### config.mk
export PLATFORM = sky130hd
export DESIGN_NAME = prefetch_issue_queue_flat
export DESIGN_NICKNAME = d
export VERILOG_FILES = /design/src/rtl/prefetch_pkg.sv /design/src/rtl/prefetch_issue_queue_if.sv /design/src/rtl/pf_inflight_table.sv /design/src/rtl/prefetch_issue_queue.sv /design/src/flat_wrapper.sv
export SDC_FILE = /design/constraint.sdc
export NUM_CORES = 1
export LEC_CHECK = 0
export ABC_AREA = 0
export CORE_UTILIZATION = 55
export DETAILED_ROUTE_END_ITERATION = 6
export PLACE_DENSITY = 0.77
export SETUP_SLACK_MARGIN = 0.3
export SLEW_MARGIN = 20
export SYNTH_ARGS = -nofsm -noshare
export SYNTH_HDL_FRONTEND = slang
export SYNTH_SLANG_ARGS = --single-unit
### constraint.sdc
create_clock -name clk -period 2.83 [get_ports clk]
set_input_delay 0.566 -clock clk [delete_from_list [all_inputs] [get_ports clk]]
set_output_delay 0.566 -clock clk [all_outputs]
set_load 0.1 [all_outputs]
### src/rtl/prefetch_pkg.sv
// Shared prefetch types: the address width and the entry layouts used by the
// prefetcher, the issue queue and the in-flight table.
package prefetch_pkg;

  localparam int DEFAULT_ADDR_W = 16;

  typedef struct packed {
    logic                      live;
    logic [DEFAULT_ADDR_W-1:0] addr;
  } pf_entry_t;

  typedef struct packed {
    logic                      valid;
    logic [DEFAULT_ADDR_W-1:0] addr;
  } inflight_entry_t;

endpackage

### src/rtl/prefetch_issue_queue_if.sv
// Memory-side prefetch port: request handshake plus the returning response.
interface prefetch_issue_queue_if
  import prefetch_pkg::*;
#(
  parameter int ADDR_W = DEFAULT_ADDR_W
);

  logic              memReqValid;
  logic [ADDR_W-1:0] memReqAddr;
  logic              memReqReady;
  logic              memRespValid;
  logic [ADDR_W-1:0] memRespAddr;

  modport master (
    output memReqValid, memReqAddr,
    input  memReqReady, memRespValid, memRespAddr
  );

  modport slave (
    input  memReqValid, memReqAddr,
    output memReqReady, memRespValid, memRespAddr
  );

endinterface

### src/rtl/pf_inflight_table.sv
// CAM of outstanding prefetches: allocates the lowest free slot, frees by
// address, and answers a lookup used for duplicate suppression.
module pf_inflight_table
  import prefetch_pkg::*;
#(
  parameter int ADDR_W   = DEFAULT_ADDR_W,
  parameter int INFLIGHT = 4
) (
  input  logic                        clk,
  input  logic                        rst_n,
  input  logic                        allocValid,
  input  logic [ADDR_W-1:0]           allocAddr,
  input  logic                        freeValid,
  input  logic [ADDR_W-1:0]           freeAddr,
  input  logic [ADDR_W-1:0]           lookupAddr,
  output logic                        lookupHit,
  output logic [$clog2(INFLIGHT):0]   count
);

  localparam int IDX_W = $clog2(INFLIGHT);

  inflight_entry_t  slots [INFLIGHT];
  logic [IDX_W-1:0] allocIdx;
  logic             freeHit;

  // NOTE: every output of this block gets a default before the loop, so no latch is inferred.
  always_comb begin
    lookupHit = 1'b0;
    freeHit   = 1'b0;
    allocIdx  = '0;
    for (int i = INFLIGHT - 1; i >= 0; i--) begin
      if (!slots[i].valid) allocIdx = IDX_W'(i);
      if (slots[i].valid && slots[i].addr == lookupAddr) lookupHit = 1'b1;
      if (freeValid && slots[i].valid && slots[i].addr == freeAddr) freeHit = 1'b1;
    end
  end

  // NOTE: state uses non-blocking assignments so the free loop and the
  // allocation both see pre-edge slot contents and cannot race.
  always_ff @(posedge clk or negedge rst_n) begin
    if (!rst_n) begin
      for (int i = 0; i < INFLIGHT; i++) slots[i] <= '0;
      count <= '0;
    end else begin
      for (int i = 0; i < INFLIGHT; i++) begin
        if (freeValid && slots[i].valid && slots[i].addr == freeAddr) slots[i].valid <= 1'b0;
      end
      // allocIdx is judged on pre-edge valid bits, so it never lands on a slot freed this cycle
      if (allocValid) slots[allocIdx] <= '{valid: 1'b1, addr: allocAddr};
      case ({allocValid, freeHit})
        2'b10:   count <= count + 1'b1;
        2'b01:   count <= count - 1'b1;
        default: count <= count;
      endcase
    end
  end

endmodule

### src/rtl/prefetch_issue_queue.sv
// Prefetch issue queue: dedups and buffers prefetch addresses, cancels those a
// demand access already covered, and issues the rest to memory.
module prefetch_issue_queue
  import prefetch_pkg::*;
#(
  parameter int ADDR_W   = DEFAULT_ADDR_W,
  parameter int DEPTH    = 8,
  parameter int INFLIGHT = 4,
  parameter int CNT_W    = 8
) (
  input  logic                       clk,
  input  logic                       rst_n,
  input  logic                       pfReq,
  input  logic [ADDR_W-1:0]          pfAddr,
  input  logic                       demandAccess,
  input  logic [ADDR_W-1:0]          demandAddr,
  prefetch_issue_queue_if.master     mem,
  output logic [$clog2(DEPTH):0]     queueCount,
  output logic [$clog2(INFLIGHT):0]  inflightCount,
  output logic [CNT_W-1:0]           dropCount
);

  localparam int PTR_W = $clog2(DEPTH);

  pf_entry_t        queue [DEPTH];
  pf_entry_t        headEntry;
  logic [PTR_W-1:0] headPtr;
  logic [PTR_W-1:0] tailPtr;
  logic [PTR_W:0]   count;
  logic             queueHit;
  logic             inflightHit;
  logic             enqueue;
  logic             drop;
  logic             pop;
  logic             issue;
  logic             reqValid;

  assign headEntry = queue[headPtr];
  // Derived from registered state only; the head cannot be squashed while presented.
  assign reqValid  = headEntry.live && (int'(inflightCount) < INFLIGHT);
  assign issue     = reqValid && mem.memReqReady;
  assign pop       = (count != '0) && (!headEntry.live || issue);

  always_comb begin
    queueHit = 1'b0;
    for (int i = 0; i < DEPTH; i++) begin
      if (queue[i].live && queue[i].addr == pfAddr) queueHit = 1'b1;
    end
  end

  assign enqueue = pfReq && (int'(count) != DEPTH) && !queueHit && !inflightHit
                   && !(demandAccess && demandAddr == pfAddr);
  assign drop    = pfReq && !enqueue;

  // NOTE: the queue is small and its live bits must start clear, so whole entries are reset.
  always_ff @(posedge clk or negedge rst_n) begin
    if (!rst_n) begin
      for (int i = 0; i < DEPTH; i++) queue[i] <= '0;
      headPtr   <= '0;
      tailPtr   <= '0;
      count     <= '0;
      dropCount <= '0;
    end else begin
      if (demandAccess) begin
        for (int i = 0; i < DEPTH; i++) begin
          if (queue[i].live && queue[i].addr == demandAddr && !(PTR_W'(i) == headPtr && reqValid))
            queue[i].live <= 1'b0;
        end
      end
      if (pop) begin
        queue[headPtr].live <= 1'b0;
        headPtr             <= headPtr + 1'b1;
      end
      if (enqueue) begin
        queue[tailPtr] <= '{live: 1'b1, addr: pfAddr};
        tailPtr        <= tailPtr + 1'b1;
      end
      case ({enqueue, pop})
        2'b10:   count <= count + 1'b1;
        2'b01:   count <= count - 1'b1;
        default: count <= count;
      endcase
      if (drop && dropCount != '1) dropCount <= dropCount + 1'b1;
    end
  end

  assign mem.memReqValid = reqValid;
  assign mem.memReqAddr  = headEntry.addr;
  assign queueCount      = count;

  pf_inflight_table #(
    .ADDR_W   (ADDR_W),
    .INFLIGHT (INFLIGHT)
  ) u_inflight (
    .clk        (clk),
    .rst_n      (rst_n),
    .allocValid (issue),
    .allocAddr  (headEntry.addr),
    .freeValid  (mem.memRespValid),
    .freeAddr   (mem.memRespAddr),
    .lookupAddr (pfAddr),
    .lookupHit  (inflightHit),
    .count      (inflightCount)
  );

endmodule

### src/flat_wrapper.sv
// flat-port wrapper written by rule: the top's interface ports become plain ports
module prefetch_issue_queue_flat import prefetch_pkg::*;
#(
  parameter int ADDR_W   = DEFAULT_ADDR_W,
  parameter int DEPTH    = 8,
  parameter int INFLIGHT = 4,
  parameter int CNT_W    = 8
)
  (clk, rst_n, pfReq, pfAddr, demandAccess, demandAddr, queueCount, inflightCount, dropCount, mem_memReqValid, mem_memReqAddr, mem_memReqReady, mem_memRespValid, mem_memRespAddr);
  prefetch_issue_queue_if #(.ADDR_W(ADDR_W)) mem_i ();
  input  logic clk;
  input  logic rst_n;
  input  logic pfReq;
  input  logic [ADDR_W-1:0] pfAddr;
  input  logic demandAccess;
  input  logic [ADDR_W-1:0] demandAddr;
  output logic [$clog2(DEPTH):0] queueCount;
  output logic [$clog2(INFLIGHT):0] inflightCount;
  output logic [CNT_W-1:0] dropCount;
  output wire logic [$bits(mem_i.memReqValid)-1:0] mem_memReqValid;
  output wire logic [$bits(mem_i.memReqAddr)-1:0] mem_memReqAddr;
  input wire logic [$bits(mem_i.memReqReady)-1:0] mem_memReqReady;
  input wire logic [$bits(mem_i.memRespValid)-1:0] mem_memRespValid;
  input wire logic [$bits(mem_i.memRespAddr)-1:0] mem_memRespAddr;
  assign mem_memReqValid = mem_i.memReqValid;
  assign mem_memReqAddr = mem_i.memReqAddr;
  assign mem_i.memReqReady = mem_memReqReady;
  assign mem_i.memRespValid = mem_memRespValid;
  assign mem_i.memRespAddr = mem_memRespAddr;
  prefetch_issue_queue #(.ADDR_W(ADDR_W), .DEPTH(DEPTH), .INFLIGHT(INFLIGHT), .CNT_W(CNT_W)) u_core (.clk(clk), .rst_n(rst_n), .pfReq(pfReq), .pfAddr(pfAddr), .demandAccess(demandAccess), .demandAddr(demandAddr), .mem(mem_i), .queueCount(queueCount), .inflightCount(inflightCount), .dropCount(dropCount));
endmodule
==> reports/qor.csv <==
metric,value,unit
status,"complete, but fails checks",
failing checks,"design-rule violations, negative setup slack",
Slew @ Worst Pin,0.708,ns
most area-hungry cell type in the Yosys netlist,dfrtp_1,
worst min path class,in2async,
YS chip area,14700,sq um
vias per std cell,6.55,
grt ovf,0,
Cells after DPL,1981,
clk sinks,225,
CTS buffer count,26,
fin nets,1877,
TritonRoute pass-1 iters,7,
Arrival @ worst endpoint,3.55,ns
max-slew violations,0,
P per Cell Area,1190,nW/um^2
slowest CP cell,or4b_4,
Bufs and invs on worst path,6,
Top cells excl fill/tap,"buf_4 (374), dfrtp_1 (215), xor2_1 (210), xnor2_1 (160), mux2_2 (78)",
Largest cells by area,"dfrtp_1 (38%), xor2_1 (15%), xnor2_1 (9.5%)",
Residual DRC,24,
top-count cell post-synth,xor2_1,
setup ws final,-0.301,ns
"Setup violations, final",151,
Clock transition at path regs,0.06,ns
top cells by count,"xor2_1 (256), dfrtp_1 (225), xnor2_1 (160)",
hold_ws,0.0125,ns
post-synthesis sequential element count,225,
Top cell excl fill/tap,buf_4,
Layout Skew,0.0102,ns
Max H-tree Level,1,
DRT antenna net count,0,
final setup TNS,-31.28,ns
yosys warns,0,
Most common reg cell,dfrtp_1,
Yosys cell types,40,
Final Power,0.0264,W
# resized after CTS,310,
"Cell Area, Synth",14700,sq um
Syn-to-layout area delta,50.0,%
"CP delay by family, top",simple AND/OR/NAND/NOR gates,
Area after DPL,18500,sq um
crit path DRT,3.25,ns
FP Util,0.563,
die width,166,um
Port-buffer cells,85,
"FFs w/ async S/R, synth",1.00,
Fin. Hold Viols,0,
CP Max Fanout,7,
number of enable flip-flop cells,0,
io pins,86,
Critical Path Source Type,input pin,
# Cells Yosys,1343,
Max Freq,319,MHz
vias in the first global route,14200,
CTS tree,yes,
WL/cell,30.7,um
final WL,66500,um
setup repair bufs after CTS,97,
Post-Synthesis Cells,1343,
Initial DRC Count,1924,
worst setup path class,in2reg,
Root Driver,clkbuf_16,
antenna violations before repair,2,
relative slew slack,0.524,
die y size,166,um
Critical Path Start,pfAddr[8],
MaxCap Viol Count,0,
largest net degree at the start of global routing,79,
die area,27500,sq um
Log Warnings,34,
r2r startpoint,u_core.queue[26],
share of layout cells above drive strength 1,0.487,
Tcrit/Tclk final,1.11,
GR Util All Layers,0.468,
"Hold-fix buffers, CTS",0,
clk latency late pin,0.55,ns
-- state kept, by name, indices dropped and copies added (netlist names) --
name and count:
u_core.dropCount 8, u_core.u_inflight.count 3, u_core.queueCount 4, u_core.u_inflight.slots 68, u_core.tailPtr 3, u_core.headPtr 3, u_core.queue 136
-- worst paths after layout --
kind	cells after the start	slack [ns]	to
worst min-delay path	1	0.01	u_core.u_inflight.slots[8]
min in group clk	4	0.51	u_core.queue[63]
max in group asynchronous	2	2.01	u_core.queue[28]
worst min register to register	1	0.52	u_core.u_inflight.count[0]
worst max register to register	11	-0.25	u_core.queue[77]
worst max-delay path	14	-0.30	u_core.queue[77]
-- worst register-to-register path, stage by stage, from the launching register on --
cell      delay (ns)
dfrtp_1         0.46
xor2_1          0.32
nor4_2          0.11
nand4_1         0.23
o211ai_1        0.17
nor3_4          0.24
nand2_2         0.12
buf_6           0.14
buf_6           0.12
or4b_4          0.57
buf_12          0.18
mux2_4          0.30
-- kinds of logic after synthesis --
family                     synth area share
buffers and inverters                0.0400
AOI/OAI and AO/OA                    0.0341
xor gates and xnor gates              0.247
adders and majority gates            0.0115
DFF                                   0.382
muxes                                 0.176
and+or+nand+nor                       0.109
-- where the power goes --
group	leakage, nW	internal, W	switching [W]
sequential	2.81	0.00436	0.00131
combinational	7.02	0.00773	0.00941
clock	0.444	0.00210	0.00149
total	10.3	0.0142	0.0122
-- area by class of cell --
class	instances	area [sq um]
repair buffers	534	5300
diodes	1	2.50
inverters	12	48.8
well taps	335	419
fillers	1371	4080
clock buffers	35	776
multi-input cells	1011	9810
flip-flops and latches	225	5650
clock inverters	13	123
-- layer usage --
metal,up-vias,GRT usage,share of wire
li1,5599,-,-
met1,6983,0.584,0.35
met2,1178,0.708,0.43
met3,423,0.129,0.13
met4,2,0.327,0.091
met5,-,0,0.00026
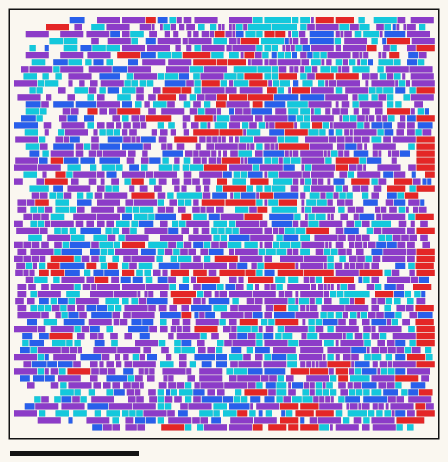
**Above:** cells by drive strength.
Scale bar: 50 um.
[drive 2] blue | cells: 219 | share: 12% | most used: mux2_2
[drive 3 to 4] cyan | cells: 524 | share: 29% | most used: buf_4
[drive 1 or less] purple | cells: 939 | share: 51% | most used: dfrtp_1
[drive 6 and up] red | cells: 148 | share: 8.1% | most used: buf_12

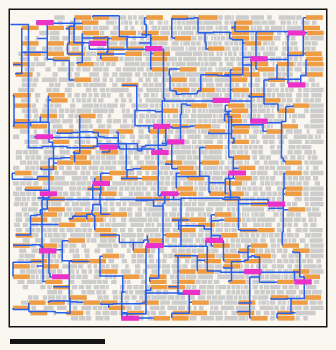
**Above:** routed clock nets over the placement.
Scale bar: 50 um.
[clock wires] blue | length: 3280 um
[flip-flops] orange | count: 225
[cells driving clock nets] magenta | count: 26
flops lie: widely spread

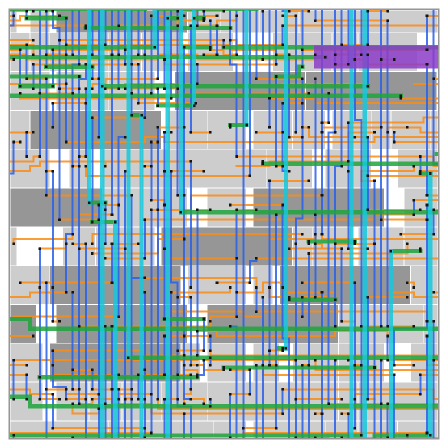
**Above:** zoomed window.
Window x 109 to 139, y 26 to 56 um. Cells in grey, sequential cells in the stronger grey; small squares are vias.
[met5] purple
[met1] orange
[met3] green
[met2] blue
[met4] cyan
netlist names of flops here include: u_core.u_inflight.slots (12)
cells with their middle in the window: 76
sequential cells in the window: 12
most frequent: buf_4 (18), nor2_1 (12), dfrtp_1 (12)

No activity file was given, so power comes from the tool's default toggle rates.
